===== src/rtl/switch_debounce.sv =====
// Two-flop synchronized switch debouncer feeding the CPU io_rdata read path.
// Define SW_DEBOUNCE_EN to build the settle timer; without it io_rdata simply re-registers sync2.
module switch_debounce #(
  parameter int unsigned           WIDTH           = 24,
  parameter int unsigned           DEBOUNCE_CYCLES = 20000,
  parameter logic [WIDTH-1:0]      RESET_VALUE     = '0
) (
  input  logic             clk,
  input  logic             fpga_rst,
  input  logic [WIDTH-1:0] sw_raw,
  output logic [WIDTH-1:0] io_rdata,
  output logic             sw_changed,
  output logic             settling
);

  logic [WIDTH-1:0] sync1_q, sync1_d;
  logic [WIDTH-1:0] sync2_q, sync2_d;
  logic [WIDTH-1:0] io_q, io_d;
  logic             changed_q, changed_d;

  // sw_raw is only ever consumed by the first synchronizer stage.
  always_comb begin
    sync1_d = sw_raw;
    sync2_d = sync1_q;
  end

  always_ff @(posedge clk) begin
    if (fpga_rst) begin
      sync1_q <= RESET_VALUE;
      sync2_q <= RESET_VALUE;
    end else begin
      sync1_q <= sync1_d;
      sync2_q <= sync2_d;
    end
  end

`ifdef SW_DEBOUNCE_EN

  localparam int unsigned    CW      = $clog2(DEBOUNCE_CYCLES);
  localparam logic [CW-1:0]  CNT_MAX = CW'(DEBOUNCE_CYCLES - 1);

  typedef enum logic {
    IDLE     = 1'b0,
    SETTLING = 1'b1
  } state_e;

  state_e           state_q, state_d;
  logic [WIDTH-1:0] cand_q, cand_d;
  logic [CW-1:0]    cnt_q, cnt_d;
  logic             settling_q, settling_d;

  // The whole candidate word commits at once, so io_rdata never mixes old and new bits.
  always_comb begin
    state_d   = state_q;
    cand_d    = cand_q;
    cnt_d     = cnt_q;
    io_d      = io_q;
    changed_d = 1'b0;
    case (state_q)
      IDLE: begin
        if (sync2_q != io_q) begin
          cand_d  = sync2_q;
          cnt_d   = '0;
          state_d = SETTLING;
        end
      end
      SETTLING: begin
        if (sync2_q == io_q) begin
          state_d = IDLE;
          cnt_d   = '0;
        end else if (sync2_q != cand_q) begin
          cand_d = sync2_q;
          cnt_d  = '0;
        end else if (cnt_q == CNT_MAX) begin
          io_d      = cand_q;
          changed_d = 1'b1;
          cnt_d     = '0;
          state_d   = IDLE;
        end else begin
          cnt_d = cnt_q + 1'b1;
        end
      end
      default: begin
        state_d = IDLE;
        cnt_d   = '0;
      end
    endcase
    settling_d = (state_d == SETTLING);
  end

  always_ff @(posedge clk) begin
    if (fpga_rst) begin
      state_q    <= IDLE;
      cand_q     <= RESET_VALUE;
      cnt_q      <= '0;
      io_q       <= RESET_VALUE;
      changed_q  <= 1'b0;
      settling_q <= 1'b0;
    end else begin
      state_q    <= state_d;
      cand_q     <= cand_d;
      cnt_q      <= cnt_d;
      io_q       <= io_d;
      changed_q  <= changed_d;
      settling_q <= settling_d;
    end
  end

  assign settling = settling_q;

`else

  // Undebounced build: register the synchronized level and flag any word change.
  always_comb begin
    io_d      = sync2_q;
    changed_d = (sync2_q != io_q);
  end

  always_ff @(posedge clk) begin
    if (fpga_rst) begin
      io_q      <= RESET_VALUE;
      changed_q <= 1'b0;
    end else begin
      io_q      <= io_d;
      changed_q <= changed_d;
    end
  end

  assign settling = 1'b0;

`endif

  assign io_rdata   = io_q;
  assign sw_changed = changed_q;

endmodule


===== config.mk =====
export PLATFORM = sky130hd
export DESIGN_NAME = switch_debounce
export DESIGN_NICKNAME = d
export VERILOG_FILES = /design/src/rtl/switch_debounce.sv
export SDC_FILE = /design/constraint.sdc
export NUM_CORES = 1
export LEC_CHECK = 0
export CORE_ASPECT_RATIO = 0.7
export CORE_MARGIN = 2
export CORE_UTILIZATION = 30
export DETAILED_ROUTE_END_ITERATION = 7
export PLACE_DENSITY = 0.58
export SLEW_MARGIN = 20
export SYNTH_ARGS = -nofsm -noshare
export SYNTH_HDL_FRONTEND = slang
export SYNTH_SLANG_ARGS = --single-unit

===== constraint.sdc =====
create_clock -name clk -period 2.3 [get_ports clk]
set_input_delay 0.23 -clock clk [delete_from_list [all_inputs] [get_ports clk]]
set_output_delay 0.23 -clock clk [all_outputs]
set_load 0.01 [all_outputs]

==> qor.yml, run 1 <==
clock_area_share_pct: 7.08
ys_sh_adder_pct: 0
cp_max_fo: 2
ys_sh_aoi_pct: 0.280
mux_area_share_pct: 0
yosys.area_share.simple_pct: 22.9
setup.worst_path.start: "io_rdata[23]"
log.warning_count: 26
hold_path_depth: 2
grt_max_degree: 38
io_buffers: 50
synth_warnings: 0
grt.busiest_layer: "met2"
stdcell_count: 343
syn_inst: 187
fillCellCount: 700
vias: 1318
nClkBuffers: 9
cts_htree_levels: 3
inv_count: 0
logic_area_sq_um: 732
syn_area_per_cell_sq_um: 11.9
rrSetupSlack_ps: 1060
lay_top_count: "dfxtp_1"
critPathKind: "flip-flop to output port"
signal_buffers: 52
dp_slack_ps: 1000
fin_nets: 267
seq_share_pct: 47.8
r2r-end: "sw_changed"
drv_slew: 0
cts_resized: 0
postLayoutSetupSlackWorst_ps: 802
period_needed_ps: 1500
cp_num_buf_inv: 1
die_x_um: 107
hold_path.startpoint: "fpga_rst"
cts_tree: "yes"
clockBufferDepth: 2
skew_ps: 4.58
area_growth_pct: 36.7
finalSetupViolCount: 0
top_logic_kind: "simple AND/OR/NAND/NOR gates"
cts-buffers-inserted: 9
use_met1_pct: 11.5
antenna_found_initial: 0
via_per_inst: 3.84
critPathMaxStageDelay_ps: 580
use_met3_pct: 5.13
max_freq_mhz: 667
cp.depth: 1
num_rows: 26
route.detailed.drc: 0
netlist_area_sq_mm: 0.00223
cp_data_required_time_ps: 2070
cts_sinks: 73
synth_seq_share_pct: 65.4
core_util_floorplan_pct: 30.8
crit_path_end: "io_rdata[23]"
power.internal_mw: 2.03
cp_cell_sequence: "clkdlybuf4s50_1"
first_iter_violations: 17
yosysChipArea_sq_mm: 0.00223
comb_share_pct: 24.0
critPathSlowestCell: "clkdlybuf4s50_1"
flop-count: 73
finalPower_mw: 2.58
yosysCellCount: 187
vdd_ir_drop_max_mv: 0.396
dieArea_sq_mm: 0.00817
numSynthFlops: 73
use_met2_pct: 12.9
drt-total-wl_um: 3480
largest_class: "registers"
m1WireLength_um: 1700
cp-start-kind: "flip-flop"
insertion_delay_ps: 340
n_tap_cell: 98
status: "finished, final reports clean"
final.setup.tns_ps: 0
pwr-share-comb_pct: 6.5
p_leak_nw: 1.21
cts_hold_buffers: 0
powerClk_mw: 1.07
clk_transition_reported_paths_ps: 70
wl_met3_um: 249
reg2regPathDepth: 4
root_buffer: "clkbuf_8"
grt_overflow_total: 0
drive_gt1_share_pct: 7.35
finalHoldViolations: 0
drtPass1Iterations: 4
ys_sh_xor_pct: 9.41
grt_pass1_wl_um: 5680
fp_nets: 213
powerSeq_mw: 1.34
gp_congestion: 0.669
fin_crit_sh_pct: 65.1
switching_share_pct: 21.1
post_cts_buffers: 0
core_sq_mm: 0.00725
hold_class: "input port to flip-flop"
ant_nets: 0
power.group.top: "registers"
layout_top_cells: "dfxtp_1 (73), nor2b_1 (58), clkdlybuf4s50_1 (49), xnor2_1 (16), and2b_1 (14)"
first_global_vias: 1213
io_pins: 52
nonClkBufAreaFrac_pct: 17.1
rr_startpoint: "io_rdata[9]"
hold_path_end: "io_rdata[23]"
fin_util_pct: 42.1
rsz0062_at_grt: "no"
num-multi-input-gates: 105
die_y_um: 76.2
wl_met2_um: 1450
seqPwrFrac_pct: 51.8
synth.distinct_cells: 11
p_per_area_mw_per_mm2: 844
seq_area_sq_mm: 0.00146
power.switching_mw: 0.545
p_comb_mw: 0.167
end_kind: "output port"
cap_violations: 0
clock_power_share_pct: 41.7
cp_top_family: "buffers and inverters"
-- run 1: flip-flops by register name, indices dropped and copies added, names as in the netlist --
signal      count
io_d           24
sync1_q        24
io_rdata       24
sw_changed      1
-- run 1: cell usage after synthesis, drive strengths merged --
library cell / number / share of area, %
nor4: 3 / 0.84
conb: 1 / 0.17
xnor2: 16 / 6.3
xor2: 8 / 3.1
nor2b: 58 / 16
and2b: 14 / 4.7
buf: 2 / 0.67
a31oi: 1 / 0.28
dfxtp: 73 / 65
clkbuf: 7 / 1.2
nand4: 4 / 1.1
-- run 1: through the flow --
step | cell area [sq um] | hold slack, ps
after CTS | 3060 | 217
after global routing | 3060 | 230
after global placement | 2840 | 414
after floorplan | 2230 | 355
final | 3060 | 225
after detailed placement | 2840 | 419
==> run_1/logic_types.png <==
(3 px per um)
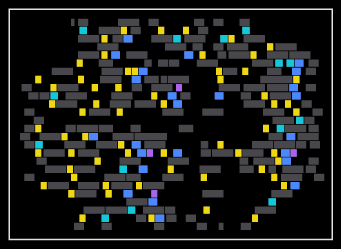
Key: NAND gates = purple [cells 4, most used nand4_1]; XOR/XNOR gates = blue [cells 24, most used xnor2_1]; AND and OR gates = cyan [cells 14, most used and2b_1, where widely spread]; NOR gates = yellow [cells 61, most used nor2b_1]

==> run_1/congestion.png <==
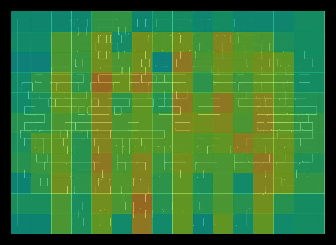
routed len/inst: 10.1 um
total track usage: 9.40%

==> run_1/detail.png <==
Window x 70 to 90, y 9 to 29 um. Cells in grey, sequential cells in the stronger grey; small squares are vias.
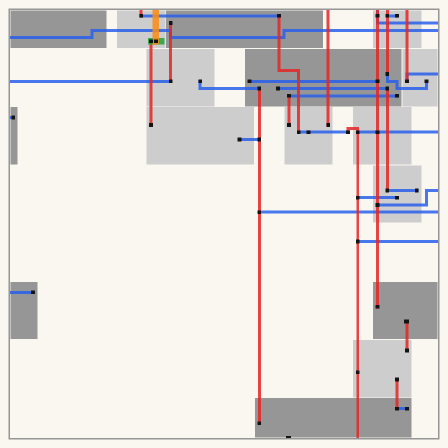
Key: metal 4 = orange; metal 2 = red; metal 3 = green; metal 1 = blue
Netlist names of flops here include `sync1_q` (3), `io_d` (1). 13 logic cells have their middle in the window. Most frequent: nor2b_1 (5), dfxtp_1 (4). Sequential cells in the window: 4.

==> run_1/clk_routes.png <==
(2 px per um)
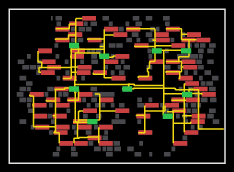

--- run 2 (diff from run 1) ---
==> constraint.sdc (replaced) <==
create_clock -name clk -period 1.4 [get_ports clk]
set_input_delay 0.14 -clock clk [delete_from_list [all_inputs] [get_ports clk]]
set_output_delay 0.14 -clock clk [all_outputs]
set_load 0.01 [all_outputs]
==> run_2/clk_routes.png <==
(2 px per um)
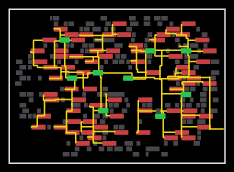
Key: clock wires = yellow [length 844 um]; clock drivers = green [count 9]; flip-flops = red [count 73]
There are 10 routed clock nets.
Final Skew: 8.50 ps
clock power share: 42.4%
clk_lat worst skew: 340 ps

==> run_2/wires.png <==
(3 px per um)
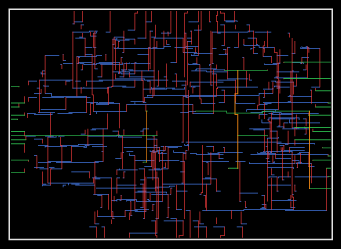
Key: metal 1 = blue [wire length 1650 um]; metal 2 = red [wire length 1520 um]; metal 3 = green [wire length 252 um]; metal 4 = orange [wire length 77.3 um]

==> qor.yml, run 2 <==
die_y_um: 76.2
numSynthFlops: 73
rrSetupSlack_ps: 190
period_needed_ps: 1320
critPathSlowestCell: "clkdlybuf4s50_1"
ff_type: "dfxtp_1"
routedWlPerCell_um: 10.2
rsz0062_at_grt: "no"
grt_use_total_pct: 9.79
power.internal_mw: 3.39
area_growth_pct: 38.1
layout_top_cells: "dfxtp_1 (73), nor2b_1 (58), clkdlybuf4s50_1 (25), xnor2_1 (16), and2b_1 (14)"
postLayoutSetupSlackWorst_ps: 80.9
max_freq_mhz: 758
cp_data_required_time_ps: 1260
cp-start-kind: "flip-flop"
grt_pass1_wl_um: 6000
pwr-share-comb_pct: 6.3
yosysTopAreaCellShare_pct: 65.4
first_iter_violations: 64
cp_top_family: "buffers and inverters"
io_pins: 52
cts_htree_levels: 3
synth_warnings: 0
antenna_found_initial: 0
cts_resized: 11
grt_overflow_total: 0
final.setup.tns_ps: 0
cts_tree: "yes"
status: "finished, final reports clean"
hold_path_depth: 3
area_leaders: "dfxtp_1 (65%), nor2b_1 (16%), xnor2_1 (6.3%), and2b_1 (4.7%), xor2_1 (3.1%)"
p_comb_mw: 0.269
setup.worst_path.start: "sw_changed"
dp.cells: 328
wl_met2_um: 1520
logic_area_sq_um: 732
cp_max_fo: 1
p_per_area_mw_per_mm2: 1390
netlist_area_sq_mm: 0.00223
drt-total-wl_um: 3500
vias: 1328
use_met3_pct: 5.56
drv_slew: 0
clockBufferDepth: 2
grt_max_degree: 74
finalSetupViolCount: 0
clk_transition_reported_paths_ps: 70
dp_slack_ps: 164
diodes: 0
cp_num_buf_inv: 1
switching_share_pct: 20.7
fin_crit_sh_pct: 94.2
num_rows: 26
cp.depth: 1
fin_nets: 267
vdd_ir_drop_max_mv: 0.457
lay_top_count: "dfxtp_1"
power.group.top: "registers"
synth-edff-count: 0
cts_sinks: 73
wl_met3_um: 251
core_util_floorplan_pct: 30.8
r2r-end: "sw_changed"
hold_class: "input port to flip-flop"
post_cts_buffers: 0
p_leak_nw: 1.50
core_sq_mm: 0.00725
fp_nets: 213
critPathArrivalTime_ps: 1180
largest_area_cell: "dfxtp_1"
synth_seq_share_pct: 65.4
dpl_cell_area_sq_mm: 0.00284
powerClk_mw: 1.81
via_per_inst: 3.86
log.warning_count: 26
finalPower_mw: 4.27
drive_gt1_share_pct: 7.72
yosysChipArea_sq_mm: 0.00223
syn_inst: 187
grt.busiest_layer: "met2"
dieArea_sq_mm: 0.00817
rr_startpoint: "io_rdata[5]"
drtPass1Iterations: 4
finalHoldViolations: 0
crit_path_end: "sw_changed"
reg2regPathDepth: 4
seqPwrFrac_pct: 51.3
stdcell_count: 344
top_layer: "met4"
critPathKind: "flip-flop to output port"
cts_hold_buffers: 0
powerSeq_mw: 2.19
synth.distinct_cells: 11
m1WireLength_um: 1650
hold_path_end: "io_d[5]"
synth_top_cell_by_count: "dfxtp_1"
hold_path.startpoint: "fpga_rst"
route.detailed.drc: 0
yosysCellCount: 187
fillCellCount: 705
end_kind: "output port"
gp_congestion: 0.679
fin_util_pct: 42.5
timing.hold.ws_ps: 269
die_x_um: 107
power.switching_mw: 0.884
cap_violations: 0
cp_cell_sequence: "clkdlybuf4s50_1"
use_met1_pct: 11.1
top_cells_by_count: "dfxtp_1 (73), nor2b_1 (58), xnor2_1 (16)"
dpl.hpwl_um: 2320
ant_nets: 0
ys_async_sr_fraction_pct: 0
io_buffers: 50
syn_area_per_cell_sq_um: 11.9
first_global_vias: 1320
seq_area_sq_mm: 0.00146
root_buffer: "clkbuf_8"
use_met2_pct: 14.4
final_area_sq_mm: 0.00309
cts-buffers-inserted: 9
critPathMaxStageDelay_ps: 530
[run 2: cell counts after synthesis]
No cell type changed its count.
[run 2: final cells by class]
| type | instances | share of cell area (%) |
|---|---|---|
| multi-input combinational | 105 | 23.7 |
| sequential | 73 | 47.4 |
| clock inverter | 6 | 2.92 |
| timing repair buffer | 52 | 17.6 |
| tap | 98 | 3.97 |
| clock buffer | 10 | 4.46 |
[run 2: cell families (layout without fill, tap and decap cells)]
family,after synthesis,after routing,share of synthesized area (%)
other,1,1,0.168
XOR/XNOR,24,24,9.41
AND-OR/OR-AND,1,1,0.280
AND/OR/NAND/NOR,79,79,22.9
buffers and inverters,9,68,1.85
flip-flops,73,73,65.4
--- run 3 (diff from run 2) ---
--- a/config.mk
+++ b/config.mk
@@ -5,6 +5,7 @@
 export SDC_FILE = /design/constraint.sdc
 export NUM_CORES = 1
 export LEC_CHECK = 0
+export CAP_MARGIN = 20
 export CORE_ASPECT_RATIO = 0.7
 export CORE_MARGIN = 2
 export CORE_UTILIZATION = 30
==> run_3/clk_routes.png <==
(2 px per um)
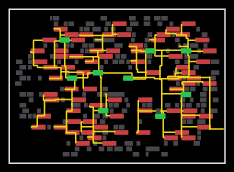
P_clk: 1.81 mW

==> qor.yml, run 3 <==
status: "finished, final reports clean"
critPathKind: "flip-flop to output port"
io_pins: 52
area_leaders: "dfxtp_1 (65%), nor2b_1 (16%), xnor2_1 (6.3%), and2b_1 (4.7%), xor2_1 (3.1%)"
timing.hold.ws_ps: 269
wl_met3_um: 251
lay_top_count: "dfxtp_1"
hold_class: "input port to flip-flop"
grt_overflow_total: 0
numSynthFlops: 73
final_area_sq_mm: 0.00309
diodes: 0
insertion_delay_ps: 340
netlist_area_sq_mm: 0.00223
synth_seq_share_pct: 65.4
p_per_area_mw_per_mm2: 1390
die_y_um: 76.2
max_freq_mhz: 758
yosysTopAreaCellShare_pct: 65.4
ff_type: "dfxtp_1"
synth_top_cell_by_count: "dfxtp_1"
synth_warnings: 0
clock_power_share_pct: 42.4
syn_inst: 187
r2r-end: "sw_changed"
powerSeq_mw: 2.19
cp_cell_sequence: "clkdlybuf4s50_1"
grt.busiest_layer: "met2"
power.internal_mw: 3.39
top_layer: "met4"
finalSetupViolCount: 0
signal_buffers: 52
seq_area_sq_mm: 0.00146
dpl.hpwl_um: 2320
yosysCellCount: 187
seq_share_pct: 47.4
routedWlPerCell_um: 10.2
power.switching_mw: 0.884
use_met3_pct: 5.56
cts_hold_buffers: 0
reg2regPathDepth: 4
end_kind: "output port"
cts_htree_levels: 3
die_x_um: 107
cts_tree: "yes"
use_met1_pct: 11.1
grt_max_degree: 74
ant_nets: 0
fin_util_pct: 42.5
cap_violations: 0
cts_resized: 11
gp_congestion: 0.679
nClkBuffers: 10
fillCellCount: 705
cp_data_required_time_ps: 1260
drv_slew: 0
first_iter_violations: 64
grt_use_total_pct: 9.79
p_leak_nw: 1.50
dp_slack_ps: 164
io_buffers: 50
drive_gt1_share_pct: 7.72
critPathArrivalTime_ps: 1180
vdd_ir_drop_max_mv: 0.457
clk_transition_reported_paths_ps: 70
top_cells_by_count: "dfxtp_1 (73), nor2b_1 (58), xnor2_1 (16)"
vias: 1328
grt_pass1_wl_um: 6000
postLayoutSetupSlackWorst_ps: 80.9
period_needed_ps: 1320
inv_count: 0
via_per_inst: 3.86
setup.worst_path.start: "sw_changed"
n_tap_cell: 98
cts_sinks: 73
use_met2_pct: 14.4
root_buffer: "clkbuf_8"
clock_area_share_pct: 7.38
pwr-share-comb_pct: 6.3
num_rows: 26
cp.depth: 1
syn_area_per_cell_sq_um: 11.9
finalPower_mw: 4.27
post_cts_buffers: 0
seqPwrFrac_pct: 51.3
flop-count: 73
num-multi-input-gates: 105
logic_area_sq_um: 732
core_sq_mm: 0.00725
skew_ps: 8.50
crit_path_end: "sw_changed"
cp-start-kind: "flip-flop"
cts-buffers-inserted: 9
area_growth_pct: 38.1
power.group.top: "registers"
yosysChipArea_sq_mm: 0.00223
route.detailed.drc: 0
critPathMaxStageDelay_ps: 530
finalHoldViolations: 0
comb_share_pct: 23.7
synth-edff-count: 0
==> run_3/wires.png <==
(3 px per um)
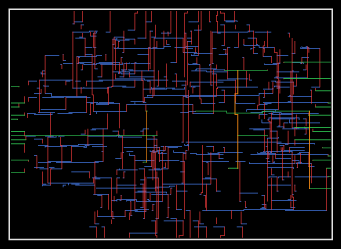
Key: metal 1 = blue [wire length 1650 um]; metal 3 = green [wire length 252 um]; metal 4 = orange [wire length 77.3 um]; metal 2 = red [wire length 1520 um]

## run 3: cell counts after synthesis
Identical to the previous run, type by type.
## run 3: how the worst min path moves through the flow
stage,depth (start not counted),from,slack [ps],endpoint
2_1_floorplan,1,sw_raw[11],270,sync1_q[11]
5_1_grt,3,fpga_rst,290,io_rdata[17]
3_3_place_gp,1,sync1_q[11],410,io_d[11]
6_report,3,fpga_rst,270,io_d[5]
3_5_place_dp,1,sync1_q[0],420,io_d[0]
4_1_cts,3,fpga_rst,270,io_d[4]
## run 3: kinds of logic after synthesis
| logic type | count (synthesis) | synth area share (%) |
|---|---|---|
| compound gates | 1 | 0.280 |
| xor+xnor | 24 | 9.41 |
| flops | 73 | 65.4 |
| other cells | 1 | 0.168 |
| simple gates | 79 | 22.9 |
| buf+inv | 9 | 1.85 |
Power figures rest on the tool's default switching activity, not on a simulated workload.
